==> images/placement_by_type.png <==
Scale bar: 100 um.
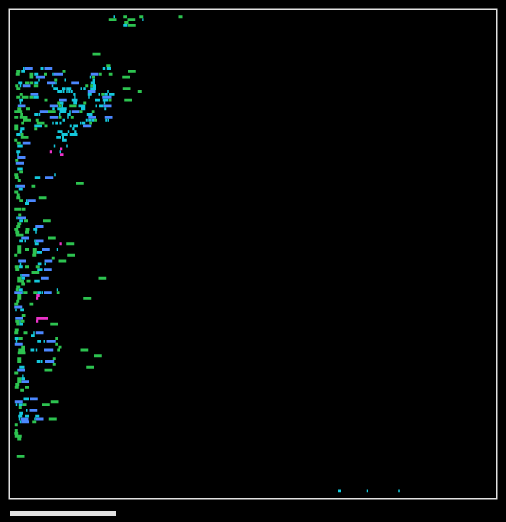
==> images/flops_by_reg.png <==
Scale bar: 100 um. Other sequential cells in the stronger gray, the rest of the logic in the fainter gray.
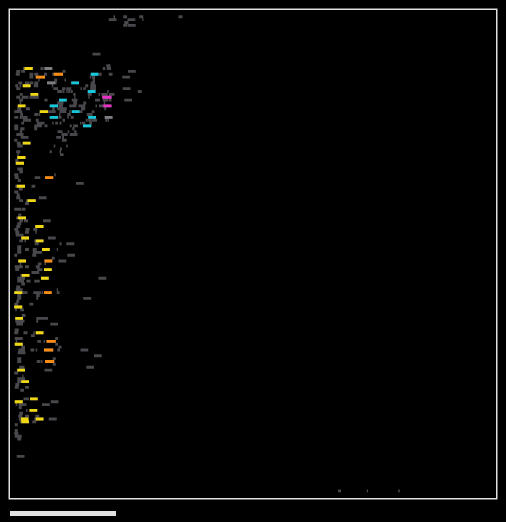
==> images/logic_types.png <==
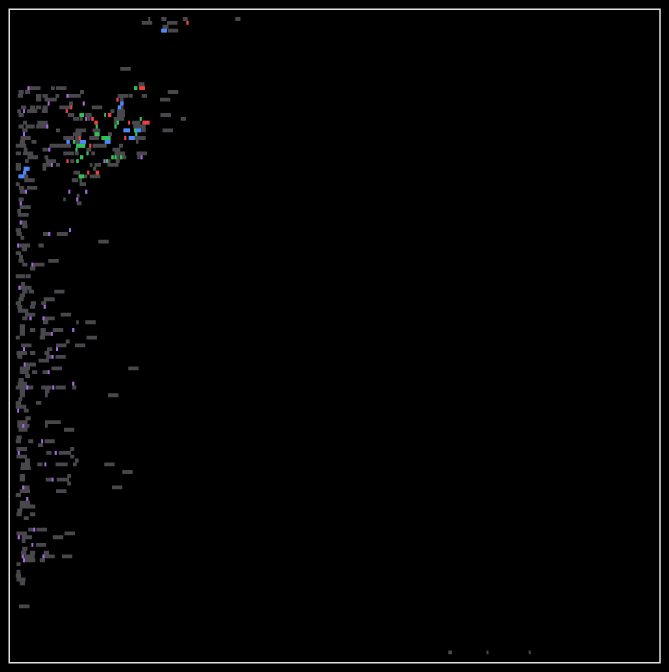
[src/rtl/ddr_read_arbiter.sv]
// Two-requester AXI4 read arbiter (weight / feature) with a single burst in flight.
// Define DDR_RD_ARB_ROUND_ROBIN_EN for round-robin; otherwise requester 0 has fixed priority.

`ifndef MEM_ADDR_WIDTH
`define MEM_ADDR_WIDTH 32
`endif
`ifndef MEM_DATA_WIDTH
`define MEM_DATA_WIDTH 512
`endif

module ddr_read_arbiter #(
  parameter int MEM_ADDR_WIDTH = `MEM_ADDR_WIDTH,
  parameter int MEM_DATA_WIDTH = `MEM_DATA_WIDTH
) (
  input  logic                      system_clk,
  input  logic                      rst_n,
  input  logic                      req0_valid,
  input  logic [MEM_ADDR_WIDTH-1:0] req0_addr,
  input  logic [7:0]                req0_len,
  output logic                      req0_ready,
  input  logic                      req1_valid,
  input  logic [MEM_ADDR_WIDTH-1:0] req1_addr,
  input  logic [7:0]                req1_len,
  output logic                      req1_ready,
  output logic [MEM_DATA_WIDTH-1:0] rd_data,
  output logic                      rd0_valid,
  output logic                      rd1_valid,
  output logic                      rd_last,
  output logic                      len_err,
  output logic                      resp_err,
  output logic [MEM_ADDR_WIDTH-1:0] m00_axi_araddr,
  output logic [7:0]                m00_axi_arlen,
  output logic [2:0]                m00_axi_arsize,
  output logic [1:0]                m00_axi_arburst,
  output logic                      m00_axi_arvalid,
  input  logic                      m00_axi_arready,
  input  logic [MEM_DATA_WIDTH-1:0] m00_axi_rdata,
  input  logic [1:0]                m00_axi_rresp,
  input  logic                      m00_axi_rlast,
  input  logic                      m00_axi_rvalid,
  output logic                      m00_axi_rready
);

  typedef enum logic [1:0] {
    ARB_IDLE = 2'd0,
    ARB_ADDR = 2'd1,
    ARB_DATA = 2'd2
  } arb_state_t;

  arb_state_t                state_q, state_d;
  logic                      owner_q;
  logic [MEM_ADDR_WIDTH-1:0] araddr_q;
  logic [7:0]                arlen_q;
  logic [8:0]                beat_cnt_q;
  logic                      len_err_q;
  logic                      resp_err_q;

  logic grant_any;
  logic grant_sel;  // 0 = requester 0 wins, 1 = requester 1 wins
  logic beat_acc;

  assign grant_any = req0_valid | req1_valid;
  assign beat_acc  = (state_q == ARB_DATA) & m00_axi_rvalid;

`ifdef DDR_RD_ARB_ROUND_ROBIN_EN
  logic last_grant_q;

  always_comb begin
    grant_sel = req1_valid;
    if (req0_valid && req1_valid) begin
      grant_sel = ~last_grant_q;
    end
  end

  always_ff @(posedge system_clk) begin
    if (!rst_n) begin
      last_grant_q <= 1'b1;
    end else if (state_q == ARB_IDLE && grant_any) begin
      last_grant_q <= grant_sel;
    end
  end
`else
  assign grant_sel = ~req0_valid;
`endif

  always_ff @(posedge system_clk) begin
    if (!rst_n) begin
      state_q <= ARB_IDLE;
    end else begin
      state_q <= state_d;
    end
  end

  always_comb begin
    state_d = state_q;
    case (state_q)
      ARB_IDLE: if (grant_any) state_d = ARB_ADDR;
      ARB_ADDR: if (m00_axi_arready) state_d = ARB_DATA;
      ARB_DATA: if (beat_acc && m00_axi_rlast) state_d = ARB_IDLE;
      default:  state_d = ARB_IDLE;
    endcase
  end

  // Grant pulse is combinational so the requester sees ready in the grant cycle itself.
  always_comb begin
    req0_ready      = 1'b0;
    req1_ready      = 1'b0;
    m00_axi_arvalid = (state_q == ARB_ADDR);
    m00_axi_rready  = (state_q == ARB_DATA);
    if (state_q == ARB_IDLE && rst_n && grant_any) begin
      req0_ready = ~grant_sel;
      req1_ready = grant_sel;
    end
    rd0_valid = beat_acc & ~owner_q;
    rd1_valid = beat_acc & owner_q;
    rd_last   = beat_acc & m00_axi_rlast;
  end

  always_ff @(posedge system_clk) begin
    if (!rst_n) begin
      owner_q    <= 1'b0;
      araddr_q   <= '0;
      arlen_q    <= 8'd0;
      beat_cnt_q <= 9'd0;
      len_err_q  <= 1'b0;
      resp_err_q <= 1'b0;
    end else begin
      if (state_q == ARB_IDLE && grant_any) begin
        owner_q  <= grant_sel;
        araddr_q <= grant_sel ? req1_addr : req0_addr;
        arlen_q  <= grant_sel ? req1_len : req0_len;
      end
      if (state_q == ARB_ADDR && m00_axi_arready) begin
        beat_cnt_q <= 9'd0;
      end
      if (beat_acc) begin
        if (beat_cnt_q != 9'h1FF) begin
          beat_cnt_q <= beat_cnt_q + 9'd1;
        end
        if (m00_axi_rresp != 2'b00) begin
          resp_err_q <= 1'b1;
        end
        // Over-long burst is flagged on every extra beat; we still wait for rlast.
        if (beat_cnt_q > {1'b0, arlen_q}) begin
          len_err_q <= 1'b1;
        end
        if (m00_axi_rlast && beat_cnt_q != {1'b0, arlen_q}) begin
          len_err_q <= 1'b1;
        end
      end
    end
  end

  assign m00_axi_araddr  = araddr_q;
  assign m00_axi_arlen   = arlen_q;
  assign m00_axi_arsize  = 3'b110;
  assign m00_axi_arburst = 2'b01;
  assign rd_data         = m00_axi_rdata;
  assign len_err         = len_err_q;
  assign resp_err        = resp_err_q;

endmodule

[config.mk]
export PLATFORM = sky130hd
export DESIGN_NAME = ddr_read_arbiter
export DESIGN_NICKNAME = d
export VERILOG_FILES = /design/src/rtl/ddr_read_arbiter.sv
export SDC_FILE = /design/constraint.sdc
export NUM_CORES = 1
export LEC_CHECK = 0
export CORE_AREA = 4 4 456 458
export CTS_BUF_LIST = sky130_fd_sc_hd__clkbuf_2
export CTS_CLUSTER_SIZE = 14
export DETAILED_ROUTE_END_ITERATION = 12
export DIE_AREA = 0 0 460 462
export PLACE_DENSITY = 0.3
export SYNTH_ARGS = -nofsm -noshare
export SYNTH_HDL_FRONTEND = slang
export SYNTH_SLANG_ARGS = --single-unit
[constraint.sdc]
create_clock -name system_clk -period 2 [get_ports system_clk]
set_input_delay 0.6 -clock system_clk [delete_from_list [all_inputs] [get_ports system_clk]]
set_output_delay 0.6 -clock system_clk [all_outputs]
set_load 0.05 [all_outputs]
==> run summary <==
fresh numbers from the pnr run: failing checks negative setup slack, I/O Pins 1,167, TritonCTS clock tree yes, Setup violations, final 7, f_max 0.4345 GHz, Core ar. 204,000 sq um, Adder Share, Synth 0.02028, Layout clock buffers 5, final worst slack -0.3015 ns, VDD IR max between 200 and 300 uV, synthesized cell area 6170 sq um, die height roughly 460 um, Critical Path AT around 1.7 ns, antenna violations before repair 2, top cells by area buf_4 63%, dfxtp_1 18%, a222oi_1 6.5%, inv_1 3.1%, ha_1 2.0%, ys flops 54, Area Growth Syn to Fin 25.84%, first-pass GRT wire length around 140,000 um, yosys synthesis warning count 0, yosys simple share 0.04401, Tapcells about 2,700, tool warnings 28, hold buffers post-CTS 0, status finished, violations left, Min-Delay Endpoint m00_axi_araddr[14]$_SDFFE_PN0P_, Comb/total area 0.1351, DRC 0, Non-clock buffer share 0.2530, hold path depth 2, total track usage 0.1217
-- placement_by_type.png (at the start) --
legend:
  remaining buffers and delay cells:
    color: green
    cells: 177
    share_of_their_area: 45%
  combinational and other logic:
    color: cyan
    cells: 179
    share_of_their_area: 28%
  sequential cells:
    color: blue
    cells: 54
    share_of_their_area: 25%
  clock drivers and dummy loads:
    color: magenta
    cells: 8
    share_of_their_area: 1.7%

-- flops_by_reg.png (at the start) --
legend:
  `m00_axi_araddr`:
    color: yellow
    sequential_cells: 32
    where: a column on the left
  `m00_axi_arlen`:
    color: orange
    sequential_cells: 8
  `state_q`:
    color: magenta
    sequential_cells: 2
  `beat_cnt_q`:
    color: cyan
    sequential_cells: 9
    where: upper left

-- logic_types.png (at the start) --
legend:
  nand cells:
    color: green
    cells: 23
    most_used: nand2_1
    where: upper left
  and/or cells:
    color: blue
    cells: 12
    most_used: and3_4
    where: upper left
  inv cells:
    color: purple
    cells: 51
    most_used: inv_1
    where: a column on the left
  nor cells:
    color: red
    cells: 16
    most_used: nor2_1
    where: upper left

[per-stage QoR]
step	TNS [ns]	cells	setup slack [ns]	total power, mW	area [sq um]
after floorplan	0	765	0.04907	4.491	6185
after global placement	-11.84	3090	-0.4861	2.538	7506
after detailed placement	-12.30	3090	-0.4531	2.537	7506
after CTS	-2.646	3103	-0.4335	3.331	7701
after global routing	-2.544	3107	-0.4332	3.378	7764
final	-1.597	3107	-0.3015	3.184	7764
[worst max-delay path, cell delays in order, from the launching register on]
cell and delay (ns):
dfxtp_4 0.42, and2b_4 0.28, buf_6 0.11, and3_4 0.19, buf_12 0.13
[layer usage]
layer	vias up	GRT usage	wire length, um
li1	1240	-	-
met3	203	0.2303	54850
met2	1022	0.2093	65440
met1	1346	0.02628	10330
met4	6	0.03836	4738
met5	-	0.01855	536
No activity file was given, so power comes from the tool's default toggle rates.
